run_1/clock_nets.png
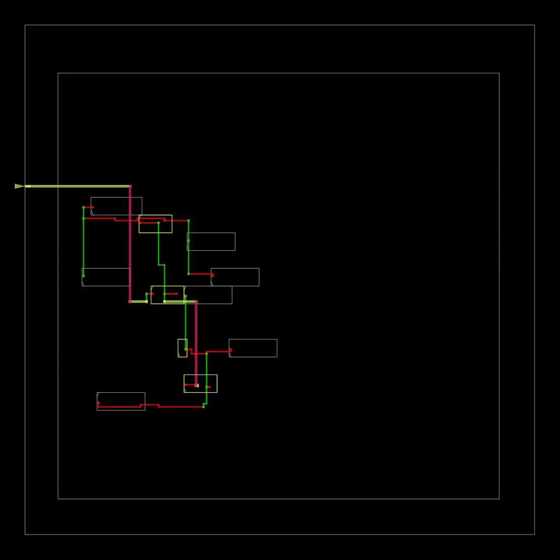
run_1/gates.png
(6 px per um)
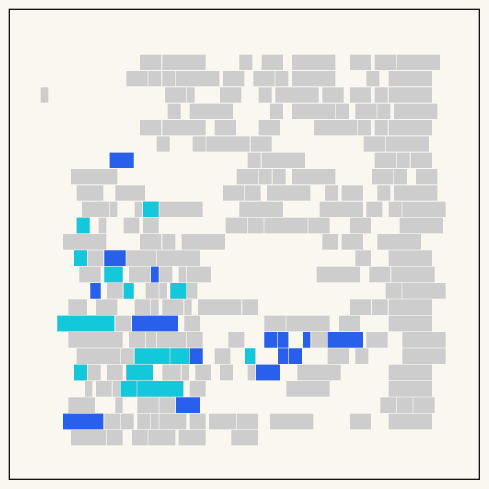
run_1/sizing.png
(6 px per um)
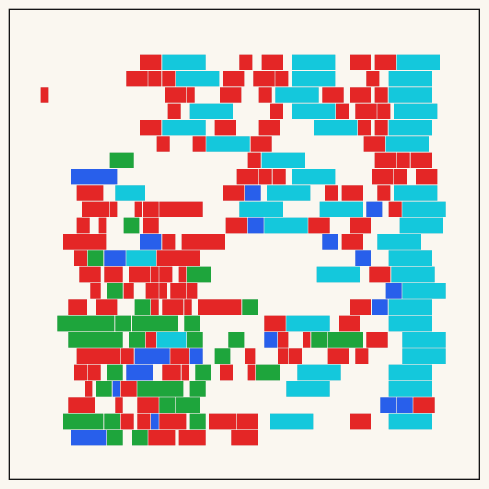
run_1/port_trees.png
(4 px per um)
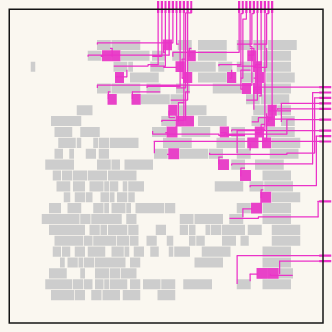
<file path="config.mk">
export PLATFORM = sky130hd
export DESIGN_NAME = pipe_ctrl_flat
export DESIGN_NICKNAME = d
export VERILOG_FILES = /design/src/rtl/pipe_ctrl_if.sv /design/src/rtl/pipe_ctrl.sv /design/src/flat_wrapper.sv
export SDC_FILE = /design/constraint.sdc
export NUM_CORES = 1
export LEC_CHECK = 0
export CELL_PAD_IN_SITES_DETAIL_PLACEMENT = 0
export CELL_PAD_IN_SITES_GLOBAL_PLACEMENT = 1
export CORE_MARGIN = 5
export CORE_UTILIZATION = 18
export DETAILED_ROUTE_END_ITERATION = 10
export PLACE_DENSITY_LB_ADDON = 0.1
export SYNTH_ARGS = -nofsm -noshare
export SYNTH_HDL_FRONTEND = slang
export SYNTH_SLANG_ARGS = --single-unit
</file>
<file path="constraint.sdc">
create_clock -name clk -period 1.9 [get_ports clk]
set_input_delay 0.19 -clock clk [delete_from_list [all_inputs] [get_ports clk]]
set_output_delay 0.19 -clock clk [all_outputs]
set_load 0.1 [all_outputs]
</file>
<file path="src/rtl/pipe_ctrl_if.sv">
// Handshake bundle between the pipeline hazard sources/consumers and pipe_ctrl.
// Optional perf counters appear only when PIPE_CTRL_PERF_EN is defined.
interface pipe_ctrl_if #(
  parameter int MC_CNT_W = 6,
  parameter int PC_W     = 32
);
  logic                stallreq_id;
  logic                ex_mc_start;
  logic [MC_CNT_W-1:0] ex_mc_len;
  logic                id_branch_flush;
  logic                excp_req;
  logic [PC_W-1:0]     excp_pc;

  logic [5:0]          stall;
  logic                flush;
  logic                flush_ifid;
  logic [PC_W-1:0]     new_pc;
  logic                mc_busy;
  logic                mc_done;
`ifdef PIPE_CTRL_PERF_EN
  logic [31:0]         stall_cycles;
  logic [15:0]         flush_count;
`endif

  modport master (
    output stallreq_id, ex_mc_start, ex_mc_len, id_branch_flush, excp_req, excp_pc,
    input  stall, flush, flush_ifid, new_pc, mc_busy, mc_done
`ifdef PIPE_CTRL_PERF_EN
    , input stall_cycles, flush_count
`endif
  );

  modport slave (
    input  stallreq_id, ex_mc_start, ex_mc_len, id_branch_flush, excp_req, excp_pc,
    output stall, flush, flush_ifid, new_pc, mc_busy, mc_done
`ifdef PIPE_CTRL_PERF_EN
    , output stall_cycles, flush_count
`endif
  );
endinterface

</file>
<file path="src/rtl/pipe_ctrl.sv">
// Hazard/sequencing controller for the 5-stage pipeline: stall vector, flushes, EX multi-cycle freeze.
// Optional stall/flush statistics counters are enabled with `define PIPE_CTRL_PERF_EN.
//
//   state      | meaning
//   -----------+---------------------------------------------------------
//   ST_RUN     | normal flow; ID stalls and branch squashes are honoured
//   ST_MC_WAIT | EX multi-cycle op in flight; pc..ex frozen until cnt hits 1
module pipe_ctrl #(
  parameter int MC_CNT_W = 6,
  parameter int PC_W     = 32
) (
  input  logic        clk,
  input  logic        rst,
  pipe_ctrl_if.slave  bus
);

  typedef enum logic [0:0] {
    ST_RUN     = 1'b0,
    ST_MC_WAIT = 1'b1
  } state_t;

  localparam logic [5:0]          STALL_ID = 6'b000111;
  localparam logic [5:0]          STALL_EX = 6'b001111;
  localparam logic [MC_CNT_W-1:0] CNT_ONE  = MC_CNT_W'(1);

  state_t              state_q, state_d;
  logic [MC_CNT_W-1:0] cnt_q, cnt_d;
  logic [MC_CNT_W-1:0] len_eff;

  logic [5:0]          stall_o;
  logic                flush_o;
  logic                flush_ifid_o;
  logic [PC_W-1:0]     new_pc_o;
  logic                mc_done_o;

  // Priority: exception > multi-cycle (in flight or starting) > ID stall > branch squash.
  always_comb begin
    len_eff      = (bus.ex_mc_len == '0) ? CNT_ONE : bus.ex_mc_len;
    state_d      = state_q;
    cnt_d        = cnt_q;
    stall_o      = '0;
    flush_o      = 1'b0;
    flush_ifid_o = 1'b0;
    new_pc_o     = '0;
    mc_done_o    = 1'b0;

    if (rst) begin
      state_d = ST_RUN;
      cnt_d   = '0;
    end else if (bus.excp_req) begin
      flush_o  = 1'b1;
      new_pc_o = bus.excp_pc;
      state_d  = ST_RUN;
      cnt_d    = '0;
    end else if (state_q == ST_MC_WAIT) begin
      stall_o = STALL_EX;
      if (cnt_q <= CNT_ONE) begin
        mc_done_o = 1'b1;
        state_d   = ST_RUN;
        cnt_d     = '0;
      end else begin
        cnt_d = cnt_q - CNT_ONE;
      end
    end else if (bus.ex_mc_start) begin
      stall_o = STALL_EX;
      if (len_eff == CNT_ONE) begin
        mc_done_o = 1'b1;
      end else begin
        cnt_d   = len_eff - CNT_ONE;
        state_d = ST_MC_WAIT;
      end
    end else if (bus.stallreq_id) begin
      stall_o = STALL_ID;
    end else if (bus.id_branch_flush) begin
      flush_ifid_o = 1'b1;
    end
  end

  always_ff @(posedge clk) begin
    if (rst) begin
      state_q <= ST_RUN;
      cnt_q   <= '0;
    end else begin
      state_q <= state_d;
      cnt_q   <= cnt_d;
    end
  end

  assign bus.stall      = stall_o;
  assign bus.flush      = flush_o;
  assign bus.flush_ifid = flush_ifid_o;
  assign bus.new_pc     = new_pc_o;
  assign bus.mc_done    = mc_done_o;
  // State may still read MC_WAIT during the reset cycle; outputs must already be quiet.
  assign bus.mc_busy    = !rst && (state_q == ST_MC_WAIT);

`ifdef PIPE_CTRL_PERF_EN
  logic [31:0] stall_cycles_q, stall_cycles_d;
  logic [15:0] flush_count_q, flush_count_d;

  always_comb begin
    stall_cycles_d = stall_cycles_q + {31'd0, (stall_o != '0)};
    flush_count_d  = flush_count_q + {15'd0, flush_o};
  end

  always_ff @(posedge clk) begin
    if (rst) begin
      stall_cycles_q <= '0;
      flush_count_q  <= '0;
    end else begin
      stall_cycles_q <= stall_cycles_d;
      flush_count_q  <= flush_count_d;
    end
  end

  assign bus.stall_cycles = stall_cycles_q;
  assign bus.flush_count  = flush_count_q;
`endif

endmodule
</file>
<file path="src/flat_wrapper.sv">
// flat-port wrapper written by rule: the top's interface ports become plain ports
module pipe_ctrl_flat 
#(
  parameter int MC_CNT_W = 6,
  parameter int PC_W     = 32
)
  (clk, rst, bus_stallreq_id, bus_ex_mc_start, bus_ex_mc_len, bus_id_branch_flush, bus_excp_req, bus_excp_pc, bus_stall, bus_flush, bus_flush_ifid, bus_new_pc, bus_mc_busy, bus_mc_done);
  pipe_ctrl_if #(.MC_CNT_W(MC_CNT_W), .PC_W(PC_W)) bus_i ();
  input  logic clk;
  input  logic rst;
  input wire logic [$bits(bus_i.stallreq_id)-1:0] bus_stallreq_id;
  input wire logic [$bits(bus_i.ex_mc_start)-1:0] bus_ex_mc_start;
  input wire logic [$bits(bus_i.ex_mc_len)-1:0] bus_ex_mc_len;
  input wire logic [$bits(bus_i.id_branch_flush)-1:0] bus_id_branch_flush;
  input wire logic [$bits(bus_i.excp_req)-1:0] bus_excp_req;
  input wire logic [$bits(bus_i.excp_pc)-1:0] bus_excp_pc;
  output wire logic [$bits(bus_i.stall)-1:0] bus_stall;
  output wire logic [$bits(bus_i.flush)-1:0] bus_flush;
  output wire logic [$bits(bus_i.flush_ifid)-1:0] bus_flush_ifid;
  output wire logic [$bits(bus_i.new_pc)-1:0] bus_new_pc;
  output wire logic [$bits(bus_i.mc_busy)-1:0] bus_mc_busy;
  output wire logic [$bits(bus_i.mc_done)-1:0] bus_mc_done;
  assign bus_i.stallreq_id = bus_stallreq_id;
  assign bus_i.ex_mc_start = bus_ex_mc_start;
  assign bus_i.ex_mc_len = bus_ex_mc_len;
  assign bus_i.id_branch_flush = bus_id_branch_flush;
  assign bus_i.excp_req = bus_excp_req;
  assign bus_i.excp_pc = bus_excp_pc;
  assign bus_stall = bus_i.stall;
  assign bus_flush = bus_i.flush;
  assign bus_flush_ifid = bus_i.flush_ifid;
  assign bus_new_pc = bus_i.new_pc;
  assign bus_mc_busy = bus_i.mc_busy;
  assign bus_mc_done = bus_i.mc_done;
  pipe_ctrl #(.MC_CNT_W(MC_CNT_W), .PC_W(PC_W)) u_core (.clk(clk), .rst(rst), .bus(bus_i));
endmodule
</file>
==> impl_metrics.py, run 1 <==
# Auto-generated metrics
metrics = {
    "logic_synthesis": {
        "xor_share_pct": 3.148,
        "yosys.area_share.simple_pct": 45.13,
        "ys_warn_count": 0,
        "syn_area_um2": 834.6,
        "synthMuxAreaShare_pct": 2.399,
        "ys.flops": 7,
        "synth-async-reset-ratio_pct": 0,
        "ys_seq_share_pct": 16.79,
        "yosysTopAreaCell": "and2_1",
    },
    "routing": {
        "met2_wirelength_mm": 1.919,
        "num_vias": 1191,
        "first_pass_iters": 4,
        "highest_layer": "met4",
        "ant_nets": 0,
    },
    "cells_and_area": {
        "layout.nets": 265,
        "seqCellArea_um2": 141.4,
        "area_growth_pct": 194.2,
        "combGateArea_um2": 752.0,
        "utilization_pct": 55.61,
    },
    "global_routing": {
        "grtUsageTotal_pct": 12.72,
        "grt_use_met2_pct": 20.53,
        "grt_first_pass_wirelength_mm": 6.265,
        "antenna_found_initial": 0,
        "grt.busiest_layer": "met2",
        "use_met1_pct": 16.61,
    },
    "clocking": {
        "clockBufferDepth": 2,
        "cts-resized-gates": 6,
        "post_cts_buffers": 2,
        "hold_buffers": 0,
    },
    "run": {
        "tool_warnings": 29,
    },
    "power_and_ir_drop": {
        "pwr-share-comb_pct": 64.7,
        "pwr-share-clk_pct": 20.3,
        "finalPower_mw": 1.079,
        "powerDensity_nw_per_um2": 439.5,
        "p_switching_mw": 0.4867,
    },
    "floorplan": {
        "core_util_floorplan_pct": 18.91,
    },
    "worst_setup_path": {
        "cp-startpoint": "u_core.cnt_q[3]$_SDFFE_PP0P_",
        "slowest_stage": "or3_4",
        "timing.rr.end": "u_core.cnt_q[3]$_SDFFE_PP0P_",
        "critical_path.max_stage_delay_ns": 0.42,
        "worst_r2r_startpoint": "u_core.cnt_q[1]$_SDFFE_PP0P_",
        "critical_path_class": "flop to output port",
        "worst_path_dominant_cell_family": "simple AND/OR/NAND/NOR gates",
    },
    "timing": {
        "fin_crit_sh_pct": 95.49,
        "setup_tns_ns": 0,
        "finalWorstSetupSlack_ns": 0.08574,
    },
    "outcome": {
        "status": "finished clean",
    },
    "worst_hold_path": {
        "hp-start": "bus_ex_mc_len[4]",
        "hp-class": "primary input to flop",
    },
    "place": {
        "gp_congestion": 0.8316,
    },
}
Notes on clock_nets.png above:
Clock Sinks: 7
CLK BUF: 4
clk_skew: 0.004191 ns
clk latency late pin: 0.23 ns
flop count: 7

Notes on gates.png above:
cyan -> aoi and oai cells  # cells 14, most used o22ai_1
blue -> nor cells  # cells 15

Notes on sizing.png above:
red -> x1 and smaller  # cells 122, most used clkdlybuf4s50_1
cyan -> x6 and larger  # cells 44, most used buf_12
green -> x3 and x4  # cells 31, most used buf_4
blue -> x2  # cells 19, most used and2_2

Notes on port_trees.png above:
magenta -> bus_excp_pc  # bits 32, direction input, edge 20 north, 12 east, end cells 32, buffers 32, wire 978 um

==> run 1: final cells by class <==
class,count,area share (%)
well taps,52,2.650
multi-input cells,92,30.63
repair buffers,105,57.90
clock buffers,4,1.835
flip-flops and latches,7,5.759
inverters,8,1.223
==> run 1: cells in the final DEF (no fill, tap or decap), types with 2 or more instances in the layout <==
cell type	count
and2_1	24
and2_2	9
and3_1	3
buf_12	41
buf_4	21
clkbuf_8	3
clkdlybuf4s50_1	38
conb_1	2
dfxtp_1	6
dlymetal6s2s_1	5
ha_1	3
inv_1	6
inv_2	2
mux2i_1	2
nand2_1	4
nand3_1	2
nand4_1	3
nor2_1	2
nor2_2	2
nor2_4	3
nor3_1	3
o211ai_1	2
o21ai_0	2
o22ai_1	3
o311ai_0	2
or3_1	2
==> run 1 -> run 2 <==
--- a/config.mk
+++ b/config.mk
@@ -10,6 +10,7 @@
 export CORE_MARGIN = 5
 export CORE_UTILIZATION = 18
 export DETAILED_ROUTE_END_ITERATION = 10
+export HOLD_SLACK_MARGIN = 0.12
 export PLACE_DENSITY_LB_ADDON = 0.1
 export SYNTH_ARGS = -nofsm -noshare
 export SYNTH_HDL_FRONTEND = slang
run_2/gates.png
(6 px per um)
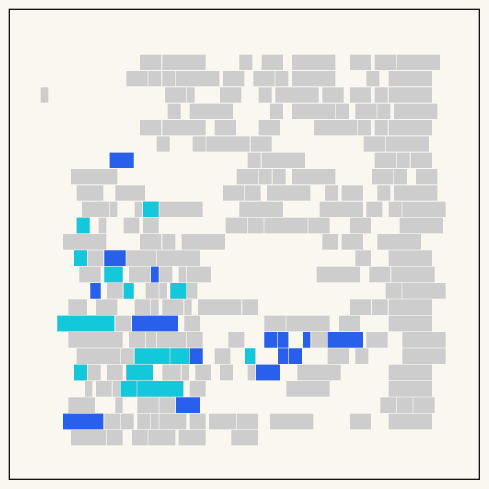
cyan -> aoi and oai cells  # cells 14, most used o22ai_1
blue -> nor cells  # cells 15

run_2/sizing.png
(6 px per um)
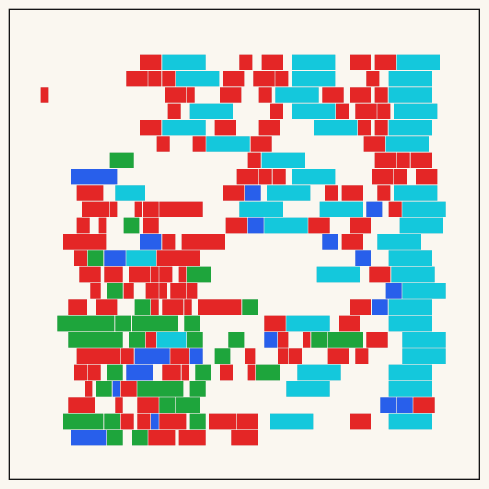
cyan -> x6 and larger  # cells 44, most used buf_12
green -> x3 and x4  # cells 31, most used buf_4
red -> x1 and smaller  # cells 122, most used clkdlybuf4s50_1
blue -> x2  # cells 19, most used and2_2
finished layout cell area: 2455 um2
setup ws final: 0.08574 ns

==> impl_metrics.py, run 2 <==
# Auto-generated metrics
metrics = {
    "outcome": {
        "status": "finished clean",
    },
    "cells_and_area": {
        "comb.multi_input.count": 92,
        "lay_top_count": "buf_12",
        "layout.nets": 265,
        "clockNetworkAreaShare_pct": 1.835,
        "design.seq.count": 7,
        "inverters": 8,
        "combGateArea_um2": 752.0,
        "buf_share_pct": 57.90,
        "largest_class": "buffers",
        "lay_top_cells": "41 x buf_12, 38 x clkdlybuf4s50_1, 24 x and2_1, 21 x buf_4, 9 x and2_2",
        "signal_buffers": 105,
        "comb_share_pct": 30.63,
        "seqCellArea_um2": 141.4,
        "nClkBuffers": 4,
        "area_growth_pct": 194.2,
    },
    "clocking": {
        "cts-resized-gates": 6,
        "clockBufferDepth": 2,
        "post_cts_buffers": 2,
        "hold_buffers": 0,
        "clk_latency_ns": 0.23,
        "cts.sinks": 7,
    },
    "power_and_ir_drop": {
        "p_switching_mw": 0.4867,
        "powerDensity_nw_per_um2": 439.5,
        "pwr-share-comb_pct": 64.7,
        "pwr-share-clk_pct": 20.3,
        "finalPower_mw": 1.079,
    },
    "logic_synthesis": {
        "yosysTopAreaCell": "and2_1",
        "synth-async-reset-ratio_pct": 0,
        "ys_warn_count": 0,
        "ys.flops": 7,
        "syn_area_um2": 834.6,
        "ys_seq_share_pct": 16.79,
    },
    "place": {
        "gp_congestion": 0.8316,
    },
    "timing": {
        "fin_crit_sh_pct": 95.49,
        "fin_worst_skew_ns": 0.004191,
        "setup_tns_ns": 0,
    },
    "routing": {
        "ant_nets": 0,
        "num_vias": 1191,
    },
    "worst_setup_path": {
        "timing.rr.end": "u_core.cnt_q[3]$_SDFFE_PP0P_",
        "slowest_stage": "or3_4",
        "critical_path.max_stage_delay_ns": 0.42,
        "worst_r2r_startpoint": "u_core.cnt_q[1]$_SDFFE_PP0P_",
        "critical_path_class": "flop to output port",
    },
    "worst_hold_path": {
        "hp-start": "bus_ex_mc_len[4]",
        "hp-class": "primary input to flop",
    },
    "global_routing": {
        "grtUsageTotal_pct": 12.72,
        "antenna_found_initial": 0,
    },
    "run": {
        "tool_warnings": 29,
    },
}
run_2/util_map.png
(4 px per um) The die is cut into 8 by 8 equal tiles; dark purple is low, yellow is high, 0 to 100% covered.
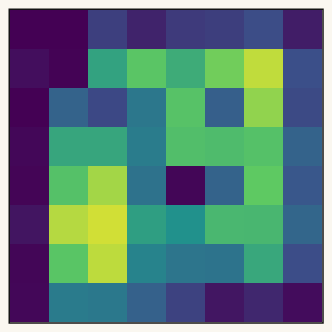
emptiest ninth of the die = north-west
tiles over 75% full = 11%
nearly empty tiles = 14%
densest ninth of the die = east
mean over tiles = 39%
fullest tile = 93%
final core utilization: 55.61%
area of the core: 4414 um2
floorplan core density: 18.91%

run 2: routing by layer:
metal / share of wire (%) / up-vias / routed length (um) / GRT usage (%)
met5: 0 / - / 0 / 0
met4: 1.4 / 0 / 59 / 3.209
met3: 10 / 6 / 421 / 3.661
met2: 46 / 60 / 1919 / 20.53
met1: 43 / 533 / 1777 / 16.61
li1: - / 592 / - / -
run 2: logic make-up after synthesis:
kind of cell | Yosys count | share of synthesized area (%)
AND-OR/OR-AND | 17 | 17.54
flip-flops | 7 | 16.79
multiplexers | 2 | 2.399
XOR/XNOR | 3 | 3.149
AND/OR/NAND/NOR | 64 | 45.13
adder cells (fa/ha/maj) | 4 | 5.997
other | 1 | 0.4493
buffers and inverters | 15 | 8.546
run_2/clock_nets.png
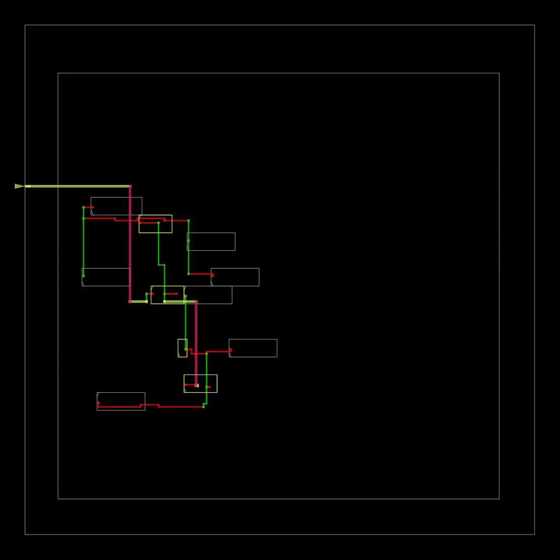

==> run 2 -> run 3 <==
--- a/config.mk
+++ b/config.mk
@@ -12,6 +12,7 @@
 export DETAILED_ROUTE_END_ITERATION = 10
 export HOLD_SLACK_MARGIN = 0.12
 export PLACE_DENSITY_LB_ADDON = 0.1
+export SKIP_CTS_REPAIR_TIMING = 1
 export SYNTH_ARGS = -nofsm -noshare
 export SYNTH_HDL_FRONTEND = slang
 export SYNTH_SLANG_ARGS = --single-unit
run_3/clock_nets.png
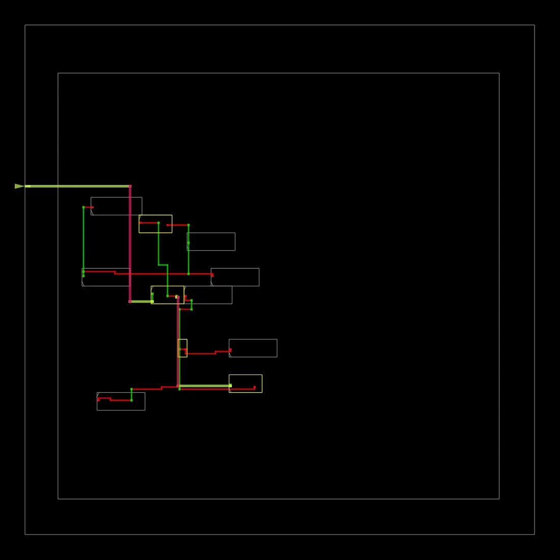
Clk. pwr: 0.225 mW
clk latency late pin: 0.24 ns
Inserted Clock Buffers: 3
clk_skew: 0.005942 ns

run_3/util_map.png
(4 px per um) The die is cut into 8 by 8 equal tiles; dark purple is low, yellow is high, 0 to 100% covered.
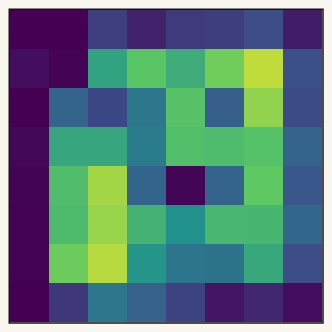
mean over tiles = 38%
densest ninth of the die = east
fullest tile = 91%
tiles over 75% full = 11%

==> impl_metrics.py, run 3 <==
# Auto-generated metrics
metrics = {
    "logic_synthesis": {
        "fa_ha_area_share_pct": 5.997,
        "logic_family": "simple AND/OR/NAND/NOR gates",
        "yosys.area_share.simple_pct": 45.13,
        "syn_area_um2": 834.6,
        "xor_share_pct": 3.148,
        "aoi_share_pct": 17.54,
        "ys_seq_share_pct": 16.79,
        "yosysTopAreaCell": "and2_1",
        "synthMuxAreaShare_pct": 2.399,
    },
    "global_routing": {
        "grt.busiest_layer": "met2",
        "met3_usage_pct": 3.432,
        "antenna_found_initial": 0,
        "grtUsageTotal_pct": 12.39,
    },
    "cells_and_area": {
        "nClkBuffers": 4,
        "comb_share_pct": 30.27,
        "largest_class": "buffers",
        "utilization_pct": 54.51,
        "lay_top_count": "buf_12",
        "area_growth_pct": 188.3,
        "lay_top_cells": "41 x buf_12, 39 x clkdlybuf4s50_1, 24 x and2_1, 18 x buf_4, 9 x and2_2",
        "comb.multi_input.count": 92,
        "design.seq.count": 7,
        "layout.nets": 262,
        "stdcell_area_um2": 2406,
        "combGateArea_um2": 728.2,
    },
    "place": {
        "gp_congestion": 0.8316,
    },
    "worst_setup_path": {
        "critical_path.max_stage_delay_ns": 0.50,
        "critical_path_class": "primary input to output port",
        "slowest_stage": "clkdlybuf4s50_1",
    },
    "routing": {
        "num_vias": 1200,
        "met1_length_mm": 1.775,
        "ant_nets": 0,
        "highest_layer": "met4",
        "met2_wirelength_mm": 1.917,
        "met3WireLength_um": 458,
    },
    "power_and_ir_drop": {
        "pwr-share-clk_pct": 20.9,
        "p_int_mw": 0.5862,
        "powerDensity_nw_per_um2": 447.2,
        "pg_comb_mw": 0.688,
        "p_switching_mw": 0.4898,
        "pwr-share-comb_pct": 64.0,
    },
    "run": {
        "tool_warnings": 29,
    },
    "floorplan": {
        "core-area_um2": 4414,
    },
    "outcome": {
        "status": "finished clean",
    },
    "timing": {
        "setup_tns_ns": 0,
    },
    "worst_hold_path": {
        "hp-class": "primary input to flop",
    },
}
run_3/gates.png
(6 px per um)
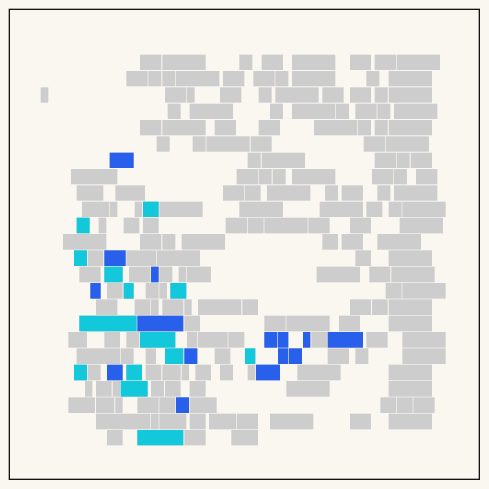
blue -> nor cells  # cells 15
cyan -> aoi and oai cells  # cells 14, most used o22ai_1

run 3: tightest hold or removal path: stages:
cell and delay (ns):
dlymetal6s2s_1 0.14, o311ai_0 0.11, and3_1 0.17, o22ai_1 0.07
run 3: final timing paths:
kind | startpoint | to | slack, ns | depth (start not counted)
hold / removal | bus_ex_mc_len[5] | u_core.cnt_q[5]$_SDFFE_PP0P_ | 0.49 | 4
setup / recovery | bus_ex_mc_len[1] | bus_mc_done | 0.03 | 9
setup reg to reg | u_core.cnt_q[3]$_SDFFE_PP0P_ | u_core.cnt_q[3]$_SDFFE_PP0P_ | 0.28 | 4
hold reg to reg | u_core.cnt_q[3]$_SDFFE_PP0P_ | u_core.cnt_q[3]$_SDFFE_PP0P_ | 0.52 | 1
Power is estimated from default activity; no workload was simulated.
